File: config.mk
export PLATFORM = sky130hd
export DESIGN_NAME = cia_bus_sequencer
export DESIGN_NICKNAME = d
export VERILOG_FILES = /design/src/rtl/cia_seq_pkg.sv /design/src/rtl/e_clock_gen.sv /design/src/rtl/cia_bus_sequencer.sv
export SDC_FILE = /design/constraint.sdc
export NUM_CORES = 1
export LEC_CHECK = 0
export CORE_ASPECT_RATIO = 0.8
export CORE_UTILIZATION = 41
export DETAILED_ROUTE_END_ITERATION = 8
export PLACE_DENSITY = 0.79
export SLEW_MARGIN = 30
export SYNTH_ARGS = -nofsm -noshare
export SYNTH_HDL_FRONTEND = slang
export SYNTH_HIERARCHICAL = 1
export SYNTH_SLANG_ARGS = --single-unit
File: constraint.sdc
create_clock -name CLK -period 2.2 [get_ports CLK]
set_input_delay 0.55 -clock CLK [delete_from_list [all_inputs] [get_ports CLK]]
set_output_delay 0.55 -clock CLK [all_outputs]
set_load 0.01 [all_outputs]
File: src/rtl/cia_seq_pkg.sv
// Shared types and constants for the CIA bus sequencer: FSM state encoding,
// chip-select bit positions and default E clock timing.
package cia_seq_pkg;

  typedef enum logic [1:0] {
    IDLE,
    SYNC,
    CYCLE,
    ACK
  } state_e;

  localparam int SEL_A      = 0;
  localparam int SEL_B      = 1;
  localparam int E_DIV_DEF  = 10;
  localparam int E_HIGH_DEF = 4;

endpackage

File: src/rtl/e_clock_gen.sv
// Free-running E clock generator: divides clk by E_DIV, E high for the last
// E_HIGH clocks of each period, plus a pulse marking the final clock.
module e_clock_gen #(
  parameter int E_DIV  = 10,
  parameter int E_HIGH = 4
) (
  input  logic clk,
  input  logic rst_n,
  output logic e,
  output logic e_last
);

  localparam int CW = (E_DIV > 1) ? $clog2(E_DIV) : 1;
  localparam logic [CW-1:0] CNT_LAST   = CW'(E_DIV - 1);
  localparam logic [CW-1:0] HIGH_START = CW'(E_DIV - E_HIGH);

  logic [CW-1:0] ecnt_q, ecnt_d;
  logic          e_q, e_d;

  // E is computed from the next count so the registered E always agrees
  // with the count value it is presented alongside.
  always_comb begin
    ecnt_d = (ecnt_q == CNT_LAST) ? '0 : ecnt_q + 1'b1;
    e_d    = (ecnt_d >= HIGH_START);
  end

  // NOTE: sequential state uses non-blocking assignments so every flop samples
  // pre-edge values; blocking here would create order-dependent races.
  always_ff @(posedge clk or negedge rst_n) begin
    if (!rst_n) begin
      ecnt_q <= '0;
      e_q    <= 1'b0;
    end else begin
      ecnt_q <= ecnt_d;
      e_q    <= e_d;
    end
  end

  assign e      = e_q;
  assign e_last = (ecnt_q == CNT_LAST);

endmodule

File: src/rtl/cia_bus_sequencer.sv
// Sequences 68000 bus cycles onto the two 8520 CIAs as E-synchronous accesses.
// Build option CIA_RDLATCH_EN: registered read data and _DTACK from ACK only.
module cia_bus_sequencer
  import cia_seq_pkg::*;
#(
  parameter int E_DIV  = E_DIV_DEF,
  parameter int E_HIGH = E_HIGH_DEF
) (
  input  logic       CLK,
  input  logic       _RES,
  output logic       E,
  input  logic       _AS,
  input  logic       R_W,
  input  logic [1:0] CIA_SEL,
  input  logic [3:0] RS_IN,
  input  logic [7:0] D_CPU_IN,
  output logic [7:0] D_CPU_OUT,
  output logic       _DTACK,
  output logic       _CS_A,
  output logic       _CS_B,
  output logic [3:0] RS,
  output logic       CIA_R_W,
  output logic [7:0] D_CIA_OUT,
  output logic       D_CIA_OE,
  input  logic [7:0] D_CIA_IN
);

  logic e_last;

  e_clock_gen #(
    .E_DIV (E_DIV),
    .E_HIGH(E_HIGH)
  ) u_e_clock_gen (
    .clk   (CLK),
    .rst_n (_RES),
    .e     (E),
    .e_last(e_last)
  );

  state_e     state_q, state_d;
  logic [3:0] rs_q, rs_d;
  logic       r_w_q, r_w_d;
  logic [1:0] sel_q, sel_d;
  logic [7:0] wdata_q, wdata_d;
  logic       as_rose_q, as_rose_d;
`ifdef CIA_RDLATCH_EN
  logic [7:0] rdata_q, rdata_d;
`endif

  // NOTE: every signal written here gets a default first, so no path through
  // the case statement can leave one unassigned and infer a latch.
  always_comb begin
    state_d   = state_q;
    rs_d      = rs_q;
    r_w_d     = r_w_q;
    sel_d     = sel_q;
    wdata_d   = wdata_q;
    as_rose_d = as_rose_q;
`ifdef CIA_RDLATCH_EN
    rdata_d   = rdata_q;
`endif
    case (state_q)
      IDLE: begin
        as_rose_d = 1'b0;
        if (!_AS && (CIA_SEL != 2'b00)) begin
          rs_d    = RS_IN;
          r_w_d   = R_W;
          sel_d   = CIA_SEL;
          wdata_d = D_CPU_IN;
          state_d = SYNC;
        end
      end
      SYNC: begin
        if (_AS) state_d = IDLE;
        else if (e_last) state_d = CYCLE;
      end
      CYCLE: begin
        // Runs to completion even if the CPU walks away: CIA reads have side effects.
        if (_AS) as_rose_d = 1'b1;
        if (e_last) begin
`ifdef CIA_RDLATCH_EN
          rdata_d = D_CIA_IN;
`endif
          state_d = (as_rose_q || _AS) ? IDLE : ACK;
        end
      end
      ACK: begin
        if (_AS) state_d = IDLE;
      end
      default: state_d = IDLE;
    endcase
  end

  always_ff @(posedge CLK or negedge _RES) begin
    if (!_RES) begin
      state_q   <= IDLE;
      rs_q      <= '0;
      r_w_q     <= 1'b1;
      sel_q     <= '0;
      wdata_q   <= '0;
      as_rose_q <= 1'b0;
`ifdef CIA_RDLATCH_EN
      rdata_q   <= '0;
`endif
    end else begin
      state_q   <= state_d;
      rs_q      <= rs_d;
      r_w_q     <= r_w_d;
      sel_q     <= sel_d;
      wdata_q   <= wdata_d;
      as_rose_q <= as_rose_d;
`ifdef CIA_RDLATCH_EN
      rdata_q   <= rdata_d;
`endif
    end
  end

  // Bus drive decodes straight from the state flop so an async reset drops
  // the chip selects and data enable in the same instant.
  logic in_cycle;

  always_comb begin
    in_cycle  = (state_q == CYCLE);
    _CS_A     = ~(in_cycle & sel_q[SEL_A]);
    _CS_B     = ~(in_cycle & sel_q[SEL_B]);
    RS        = in_cycle ? rs_q : 4'h0;
    CIA_R_W   = in_cycle ? r_w_q : 1'b1;
    D_CIA_OE  = in_cycle & ~r_w_q;
    D_CIA_OUT = in_cycle ? wdata_q : 8'h00;
`ifdef CIA_RDLATCH_EN
    _DTACK    = ~(state_q == ACK);
    D_CPU_OUT = rdata_q;
`else
    _DTACK    = ~((state_q == ACK) | (in_cycle & e_last & ~as_rose_q & ~_AS));
    D_CPU_OUT = D_CIA_IN;
`endif
  end

endmodule

Fig. 1: nets reached from selected ports
Scale bar: 20 µm.
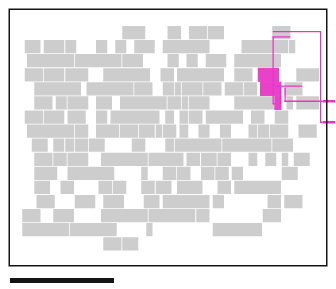
`CIA_SEL` -> magenta  # bits 2, direction input, edge right, end cells 3, buffers 2, wire 61.7 µm
tally of buffers added on design ports: 35
I/O pin count: 52

Fig. 2: sequential cells grouped by signal name
Other sequential cells in the stronger grey, the rest of the logic in the fainter grey.
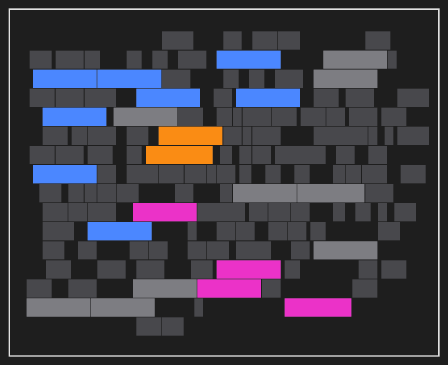
`wdata_q` -> blue  # sequential cells 8
`u_e_clock_gen/ecnt_q` -> magenta  # sequential cells 4, where bottom centre
`state_q` -> orange  # sequential cells 2
not coloured = 9
Flop+latch power: 0.693 mW
flop share of the area: 35.8%
Finished Core Util: 63.6%
footprint of the flip-flops and latches: 579 µm²

Fig. 3: M2 wires
Cells faint in the background.
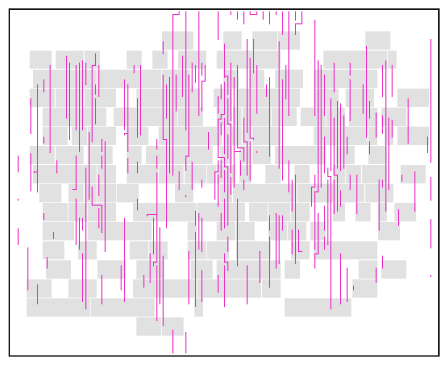
longest straight run = 22.9 µm
share of all routed wire = 48%
Post-Route WL: 2500 µm
Via Count: 867
routing usage on met2: 31.9%

==> flow_metrics.rpt <==
==== FLOW RESULTS ====
----------------------------------------------------
[Setup path]
  Maximum cell stage delay along the critical path ........................ 530 ps
  Slowest cell on crit path ........................ sky130_fd_sc_hd__clkdlybuf4s50_1
  Number of buffers and inverters on the critical path ........................ 2
  Number of cell instances on the worst register-to-register path ........................ 4
  Ordered cell list for the critical path ........................ clkinvlp_4, and3_1, clkdlybuf4s50_1
  R2R Path Start ........................ state_q[0]
  Arrival time at the worst endpoint ........................ 1590 ps
  Crit Path Category ........................ flip-flop to primary output
  Critical path depth ........................ 3
  Register-to-register path setup slack ........................ 560 ps
  Maximum fanout along the worst path ........................ 5
  Critical path launch point ........................ state_q[0]
  Setup crit start kind ........................ flip-flop
  Critical path's top delay family ........................ buffers and inverters
  Critical R2R Capture ........................ wdata_q[3]
  Capturing element type of the critical path ........................ primary output

[Synthesis]
  Largest logic family ........................ simple AND/OR/NAND/NOR gates
  Count of flip-flops with a built-in enable after synthesis ........................ 0
  Mean cell area of the mapped netlist ........................ 11.7 µm²
  Area fraction in xor and xnor cells ........................ 0.766%
  Post-Synth Adder-Cell Area ........................ 0%
  Most used flip-flop cell ........................ sky130_fd_sc_hd__dfrtp_1
  Mux cell area share after synthesis ........................ 14.8%
  Total cell area reported by yosys after synthesis ........................ 1140 µm²
  Synth Area in Simple Gates ........................ 20.6%
  Area fraction in compound gates ........................ 4.92%
  Yosys Instances ........................ 98
  Net count entering floorplan ........................ 124
  Cell area after synthesis ........................ 1140 µm²
  Cell count after synthesis ........................ 98
  Flop and latch count out of synthesis ........................ 23
  Distinct cell type count after synthesis ........................ 28

[STA]
  Max transition margin ........................ 79.8%
  Slew at the pin closest to its max-slew limit ........................ 301 ps
  Fin crit share ........................ 97.2%
  Final critical path time including I/O delays and setup ........................ 2140 ps
  Final Max Tran Viols ........................ 0
  Worst-case hold slack ........................ 515 ps
  Worst Skew ........................ 14.7 ps
  Achievable clock frequency ........................ 467 MHz
  Hold Vio Cnt, Final ........................ 0

[Worst hold path]
  Worst hold-check path type ........................ flip-flop to flip-flop
  Hold path startpoint ........................ wdata_q[1]
  Cell count of the worst hold path ........................ 1

[Drt]
  Routed length on met1 ........................ 1100 µm
  Drt via density ........................ 4.98
  Routed length on met2 ........................ 1210 µm
  Count of nets left with antenna violations after detail routing ........................ 0
  Violation count after the first detailed-route iteration ........................ 10
  First-pass detailed-route iteration total ........................ 3
  Metal3 WL ........................ 198 µm
  Remaining DRCs ........................ 0

[Power and ir drop]
  Largest voltage drop on the vdd net ........................ 0.000633 V
  Share of power burned in the clock network ........................ 12.6%
  Total Power ........................ 1.60 mW
  Pint ........................ 1.07 mW
  Pleak ........................ 0.825 nW
  Combinational power share ........................ 44.0%

[Finish]
  Post-route cell area ........................ 1620 µm²
  Final #Nets ........................ 165
  Number of fill cells in the layout ........................ 226
  Area grow syn2layout ........................ 41.5%
  Final standard cell count with taps included and fillers excluded ........................ 174

[CTS]
  Count of hold-fix buffers inserted at cts ........................ 0
  Cts bufs inserted ........................ 3
  # clock sinks ........................ 23
  Insertion delay to the later sink of the worst-skew pair ........................ 320 ps
  Clock tree from TritonCTS ........................ built
  Clock tree root driver cell ........................ sky130_fd_sc_hd__clkbuf_4
  Clock transition at path regs ........................ 120 ps

[Floorplanning]
  FP Core Util ........................ 45.0%
  Core Rows ........................ 16
  Placeable Area ........................ 2540 µm²
  Die span in y ........................ 49.2 µm

[GRT]
  Total gr overflow ........................ 0
  Maximum number of pins on one net before global-route repair ........................ 24
  Antenna violations before repair ........................ 0
  Wire length of the first global-routing pass ........................ 4200 µm

[Status]
  Result of the run ........................ complete, no violations

[Placement]
  Post-placement cell area ........................ 1530 µm²
  Detail Placement HPWL ........................ 1730 µm
  Post-placement cell count ........................ 166
  Routability congestion estimate ........................ 0.786

[Job]
  Stage-log warning count ........................ 26

----------------------------------------------------
Fig. 4: M1 wires
Supply wires on this layer in grey. Cells faint in the background.
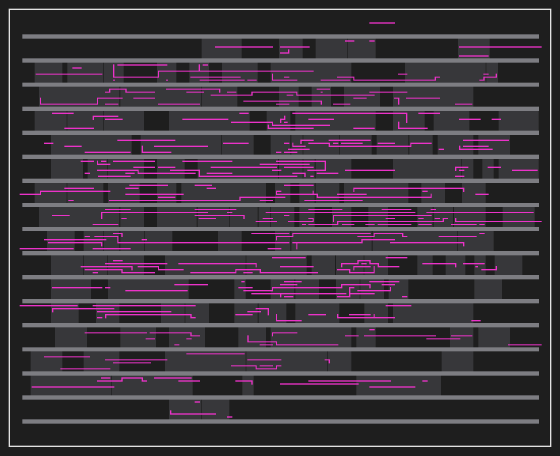
share of all routed wire = 44%
wire length on this layer = 1,100 µm
main direction = horizontal
longest straight run = 19.3 µm
nets with wire on the layer = 128
routing usage on met1: 22.7%

Fig. 5: routing congestion map
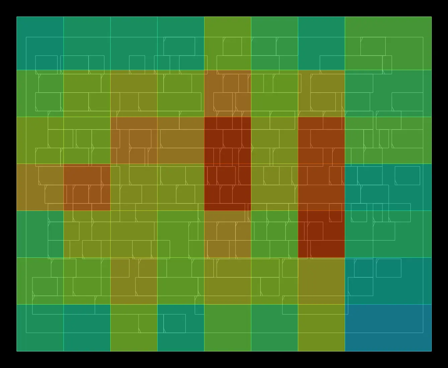
highest-utilization routing layer at the global route stage: met2
routed length per instance: 14.4 µm
overall fraction of global-route tracks in use: 18.9%
GR Util met3: 8.49%

final cells by class:
type / count / area [µm²] / area share, %
sequential: 23 / 579 / 35.8
timing repair buffer: 46 / 448 / 27.7
clock inverter: 1 / 5.00 / 0.309
clock buffer: 3 / 22.5 / 1.39
multi-input combinational: 59 / 488 / 30.2
inverter: 5 / 22.5 / 1.39
timing repair inverter: 1 / 7.51 / 0.464
tap: 36 / 45.0 / 2.78
metrics by stage:
| stage | setup WS, ps | TNS, ps |
|---|---|---|
| floorplan | 518 | 0 |
| global placement | -108 | -108 |
| detailed placement | -159 | -159 |
| CTS | 0.546 | 0 |
| global route | -19.0 | -19.0 |
| finish | 60.7 | 0 |
cells in the mapped netlist (2+ instances only):
library cell / number / area share (%)
sky130_fd_sc_hd__nand4_1: 2 / 1.1
sky130_fd_sc_hd__mux2_2: 15 / 15
sky130_fd_sc_hd__clkbuf_1: 2 / 0.66
sky130_fd_sc_hd__a21oi_1: 3 / 1.3
sky130_fd_sc_hd__and3_1: 8 / 4.4
sky130_fd_sc_hd__nand3b_1: 4 / 2.6
sky130_fd_sc_hd__or2b_1: 2 / 1.3
sky130_fd_sc_hd__inv_1: 5 / 1.6
sky130_fd_sc_hd__buf_4: 8 / 5.3
sky130_fd_sc_hd__nor2_1: 2 / 0.66
sky130_fd_sc_hd__dfrtp_1: 22 / 48
sky130_fd_sc_hd__and3_2: 4 / 2.6
sky130_fd_sc_hd__o21ai_0: 2 / 0.88
sky130_fd_sc_hd__nand2_1: 4 / 1.3
sky130_fd_sc_hd__nand2b_1: 2 / 1.1
kinds of logic after synthesis:
logic type	Yosys count
AND/OR/NAND/NOR	34
multiplexers	15
XOR/XNOR	1
buffers and inverters	16
flip-flops	23
AND-OR/OR-AND	9
timing repair:
item	CTS	global route
setup buffers	3	1
endpoints found under the setup margin	15	12
gates cloned	1	0
pin swaps	0	0
resized	18	11
registers in the layout (all words and copies together), names as in the netlist:
register and flops:
as_rose_q 1, r_w_q 1, rs_q 4, sel_q 2, state_q 2, u_e_clock_gen/e 1
u_e_clock_gen/ecnt_q 4, wdata_q 8
power groups by stage:
stage	clock network [mW]	logic, mW	registers (mW)
after floorplan	0	0.398	0.672
after global placement	0	0.693	0.672
after detailed placement	0	0.708	0.689
after CTS	0.206	0.713	0.687
after global routing	0.229	0.775	0.713
final	0.201	0.702	0.693
per-layer routing:
metal | GRT usage, % | up-vias
met4 | 1.89 | 0
li1 | - | 418
met5 | 0 | -
met2 | 31.9 | 38
met3 | 8.49 | 0
met1 | 22.7 | 411
worst max-delay path by stage:
stage,to,slack [ps]
floorplan,_DTACK,520
global placement,_DTACK,-110
detailed placement,_DTACK,-160
CTS,RS[2],0.5
global route,_DTACK,-20
finish,D_CIA_OUT[7],60
worst register-to-register path, cell delays in order (launching register included):
cell                      delay, ps
sky130_fd_sc_hd__dfrtp_2        490
sky130_fd_sc_hd__buf_4          180
sky130_fd_sc_hd__nor4_4         330
sky130_fd_sc_hd__buf_12         190
sky130_fd_sc_hd__mux2_2         340
No activity file was given, so power comes from the tool's default toggle rates.
